Figure 1. Gate-type map.
(3 px per micron)
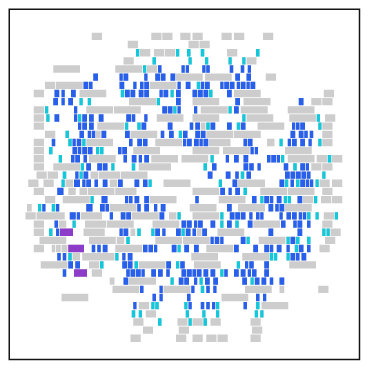
Figure 2. Ports around the boundary.
(3 px per micron) Pins as bars across the die edge, other pins in gray.
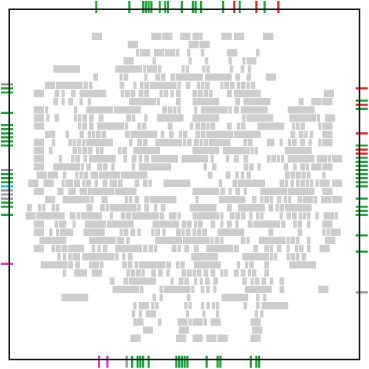
Figure 3. Signal wires by layer.
(2 px per micron) Only two layers are drawn.
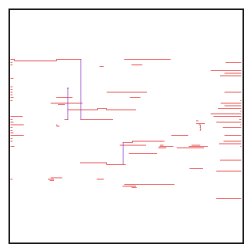
Figure 4. The clock network.
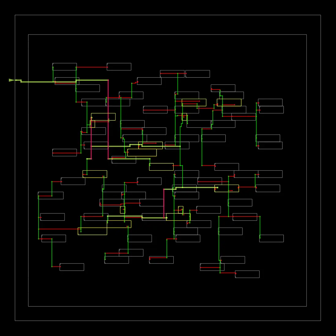
$ cat src/rtl/dadda_pkg.sv
// Shared definitions for the Dadda multiplier back end: default widths,
// serializer state encoding and the chunk-count helper.
package dadda_pkg;

  localparam int unsigned PROD_W_DEFAULT  = 64;
  localparam int unsigned CHUNK_W_DEFAULT = 8;

  typedef enum logic {
    IDLE = 1'b0,
    SEND = 1'b1
  } ser_state_t;

  function automatic int unsigned num_chunks(input int unsigned prod_w,
                                             input int unsigned chunk_w);
    return prod_w / chunk_w;
  endfunction

endpackage

$ cat src/rtl/dadda_product_serializer.sv
// Streams one PROD_W-bit product word out as N = PROD_W/CHUNK_W chunks over
// valid/ready, with beat index and last flag; back-to-back products need no bubble.
module dadda_product_serializer
  import dadda_pkg::*;
#(
  parameter int unsigned PROD_W    = PROD_W_DEFAULT,
  parameter int unsigned CHUNK_W   = CHUNK_W_DEFAULT,
  parameter bit          MSB_FIRST = 1'b0,
  localparam int unsigned N        = num_chunks(PROD_W, CHUNK_W),
  localparam int unsigned IDX_W    = (N > 1) ? $clog2(N) : 1
) (
  input  logic               clk,
  input  logic               rst_n,
  input  logic [PROD_W-1:0]  prod_in,
  input  logic               prod_valid,
  output logic               prod_ready,
  output logic [CHUNK_W-1:0] chunk_out,
  output logic               chunk_valid,
  input  logic               chunk_ready,
  output logic [IDX_W-1:0]   chunk_idx,
  output logic               chunk_last,
  output logic               busy
);

  if (PROD_W % CHUNK_W != 0) begin : g_bad_width
    $error("dadda_product_serializer: PROD_W must be a multiple of CHUNK_W");
  end

  ser_state_t        state;
  logic [PROD_W-1:0] sreg;
  logic [IDX_W-1:0]  idx;
  logic              at_last;
  logic [PROD_W-1:0] sreg_shifted;

  assign at_last      = (idx == IDX_W'(N - 1));
  assign sreg_shifted = MSB_FIRST ? (sreg << CHUNK_W) : (sreg >> CHUNK_W);

  // Output view of the held word; everything here decodes registered state.
  assign chunk_valid = (state == SEND);
  assign busy        = (state == SEND);
  assign chunk_last  = (state == SEND) && at_last;
  assign chunk_idx   = idx;
  assign chunk_out   = MSB_FIRST ? sreg[PROD_W-1 -: CHUNK_W] : sreg[CHUNK_W-1:0];

  // Combinational path from chunk_ready: the next product may land on the
  // same edge that retires the last beat of the current one.
  assign prod_ready = (state == IDLE) || (chunk_last && chunk_ready);

  // State, shift register and beat counter.
  always_ff @(posedge clk or negedge rst_n) begin
    if (!rst_n) begin
      state <= IDLE;
      sreg  <= '0;
      idx   <= '0;
    end else begin
      case (state)
        IDLE: begin
          if (prod_valid) begin
            sreg  <= prod_in;
            idx   <= '0;
            state <= SEND;
          end
        end
        SEND: begin
          if (chunk_ready) begin
            if (!at_last) begin
              sreg <= sreg_shifted;
              idx  <= idx + IDX_W'(1);
            end else if (prod_valid) begin
              sreg <= prod_in;
              idx  <= '0;
            end else begin
              // Final shift empties the register so idle output reads zero.
              sreg  <= sreg_shifted;
              idx   <= '0;
              state <= IDLE;
            end
          end
        end
        default: begin
          state <= IDLE;
        end
      endcase
    end
  end

endmodule

$ cat config.mk
export PLATFORM = sky130hd
export DESIGN_NAME = dadda_product_serializer
export DESIGN_NICKNAME = d
export VERILOG_FILES = /design/src/rtl/dadda_pkg.sv /design/src/rtl/dadda_product_serializer.sv
export SDC_FILE = /design/constraint.sdc
export NUM_CORES = 1
export LEC_CHECK = 0
export ABC_AREA = 1
export CORE_MARGIN = 5
export CORE_UTILIZATION = 35
export DETAILED_ROUTE_END_ITERATION = 10
export MAX_ROUTING_LAYER = met4
export PLACE_DENSITY = 0.68
export SLEW_MARGIN = 20
export SYNTH_ARGS = -nofsm -noshare
export SYNTH_HDL_FRONTEND = slang
export SYNTH_SLANG_ARGS = --single-unit
$ cat constraint.sdc
create_clock -name clk -period 1.7 [get_ports clk]
set_input_delay 0.17 -clock clk [delete_from_list [all_inputs] [get_ports clk]]
set_output_delay 0.17 -clock clk [all_outputs]
set_load 0.02 [all_outputs]
==> flow_summary_export.csv <==
group,metric,value,unit
pwr,clockPowerShare,0.273,
route,drt_iter0_drc,347,
pwr,switching_share,0.338,
layout,fill_cells,1154,
synth,common_cells,"nand3_1 (186), nand2_1 (133), inv_1 (115)",
layout,layout_top_cell,"nand3_1",
layout,comb_cells,327,
synth,area_leaders,"dfrtp_1 (43%), nand3_1 (24%), nand2_1 (13%), inv_1 (11%), buf_4 (3.6%)",
route,route.met3.wl,577,microns
synth,edf_count,0,
global_routing,use_met3,0.0342,
sta,rsz0062_at_grt,"no",
pwr,max-vdd-ir-drop,0.000757,V
critical_path,worstReg2RegStart,"chunk_idx[0]$_DFFE_PN0P_",
critical_path,worst-path-stages,1,
pwr,intPower,0.00466,W
route,drc,0,
hold_path,hold_class,"input port to asynchronous set/reset pin",
place,postPlaceCellArea,0.00483,sq mm
global_routing,antenna_found_initial,0,
layout,design.seq.count,68,
place,placed_cells,749,
layout,stdcell_count,765,
critical_path,cp_slowest_stage_delay,0.65,ns
global_routing,busiest_layer,"met2",
flow_run,warnings,27,
critical_path,end_kind,"output port",
pwr,seq-power,0.00252,W
critical_path,cp_slowest_cell,"clkdlybuf4s50_1",
synth,synth-main-ff-cell,"dfrtp_1",
sta,tns,0,ns
synth,syn_avg_cell_area,7.05,sq um
sta,hold_viol,0,
floorplan,num_tap_cells,140,
synth,synth_cell_type_count,15,
sta,setup_violations,0,
sta,fin_crit,1.62,ns
synth,ys_area,0.00395,sq mm
layout,layout-drive-gt1-share,0.0688,
sta,hold_ws,0.339,ns
pwr,leakagePower,2.86,nW
route,top_layer_used,"met4",
synth,ys_warn_count,0,
sta,slew_viol_final,0,
critical_path,reg2reg_slack,0.14,ns
route,first_pass_iters,6,
synth,yosysMostFrequentCell,"nand3_1",
layout,antenna_cells,0,
floorplan,core_area,0.0109,sq mm
clock_network,post_cts_buffers,0,
floorplan,fp_util,0.361,
synth,syn_inst,560,
critical_path,timing.rr.end,"sreg[54]$_DFFE_PN0P_",
global_routing,grt_pass1_wl,17.0,mm
layout,sh_seq_area,0.332,
sta,setup_ws,0.0808,ns
critical_path,critPathLaunchType,"flop",
layout,regArea,0.00170,sq mm
global_routing,overflow,0,
global_routing,grt_pass1_vias,3720,
flow_run,cap_violations,0,
status,status,"finished clean",
layout,final-clk-cell-share,0.0595,
clock_network,cts_root_buffer,"clkbuf_16",
layout,nNetsFinal,692,
pwr,finalPower,0.00704,W
route,drt-met1-wl,4.30,mm
critical_path,worstSetupEndpoint,"busy",
synth,ys_ff,68,
route,vias_per_cell,4.82,
clock_network,cts.clk_slew.worst_paths,0.06,ns
layout,buf_share,0.197,
critical_path,worst_r2r_path_depth,7,
clock_network,cts_tree,"yes",
route,wl_met2,4.93,mm
critical_path,crit_type,"flop to output port",
clock_network,htreeDepth,3,
sta,worst_pin_slew,0.463,ns
layout,post-route-util,0.470,
pwr,power-top-group,"combinational logic",
layout,dominant_cells,"registers",
About Figure 1:
legend:
  inverters:
    color: cyan
    cells: 116
    where: widely spread
  adder and majority cells:
    color: purple
    cells: 3
  NAND gates:
    color: blue
    cells: 321

About Figure 2:
legend:
  prod_in:
    color: green
    pins: 64
    direction: input
    edge: 17 east, 16 north, 16 south, 15 west
  chunk_out:
    color: red
    pins: 8
    direction: output
    edge: 5 east, 3 north
  chunk_ready:
    color: cyan
    pins: 1
    direction: input
    edge: west
  chunk_idx:
    color: magenta
    pins: 3
    direction: output
    edge: 2 south, 1 west
all pins by edge: 23 east, 22 west, 19 south, 19 north
Die H: 116 microns
Die W: 116 microns
IO buf count: 82

About Figure 3:
legend:
  met4:
    color: purple
    wire_length: 56.4 microns
  met3:
    color: red
    wire_length: 577 microns
via count: 3688
gr usage total: 0.159
Avg WL per Cell: 12.9 microns
Total Routed Length: 9.87 mm

About Figure 4:
clock buffers: 9
clk latency late pin: 0.32 ns
clock network power: 0.00192 W
Setup Skew: 0.00515 ns

==> cell families (layout without fill, tap and decap cells) <==
logic type / after synthesis / in the layout / synth area share
compound gates: 1 / 1 / 0.00127
simple gates: 323 / 323 / 0.368
fa+ha+maj: 3 / 3 / 0.00950
buf+inv: 165 / 230 / 0.191
flops: 68 / 68 / 0.431
==> worst reg2reg max path, delay by kind of cell (launching register included) <==
kind / cells / cell delay (ns)
flip-flops: 1 / 0.38
AND/OR/NAND/NOR: 4 / 0.39
adder cells (fa/ha/maj): 2 / 0.43
buffers and inverters: 1 / 0.25
==> registers in the layout, indices dropped and copies added (netlist names) <==
| name | count |
|---|---|
| busy | 1 |
| chunk_idx | 3 |
| sreg | 64 |
Power and IR drop assume default switching activity.
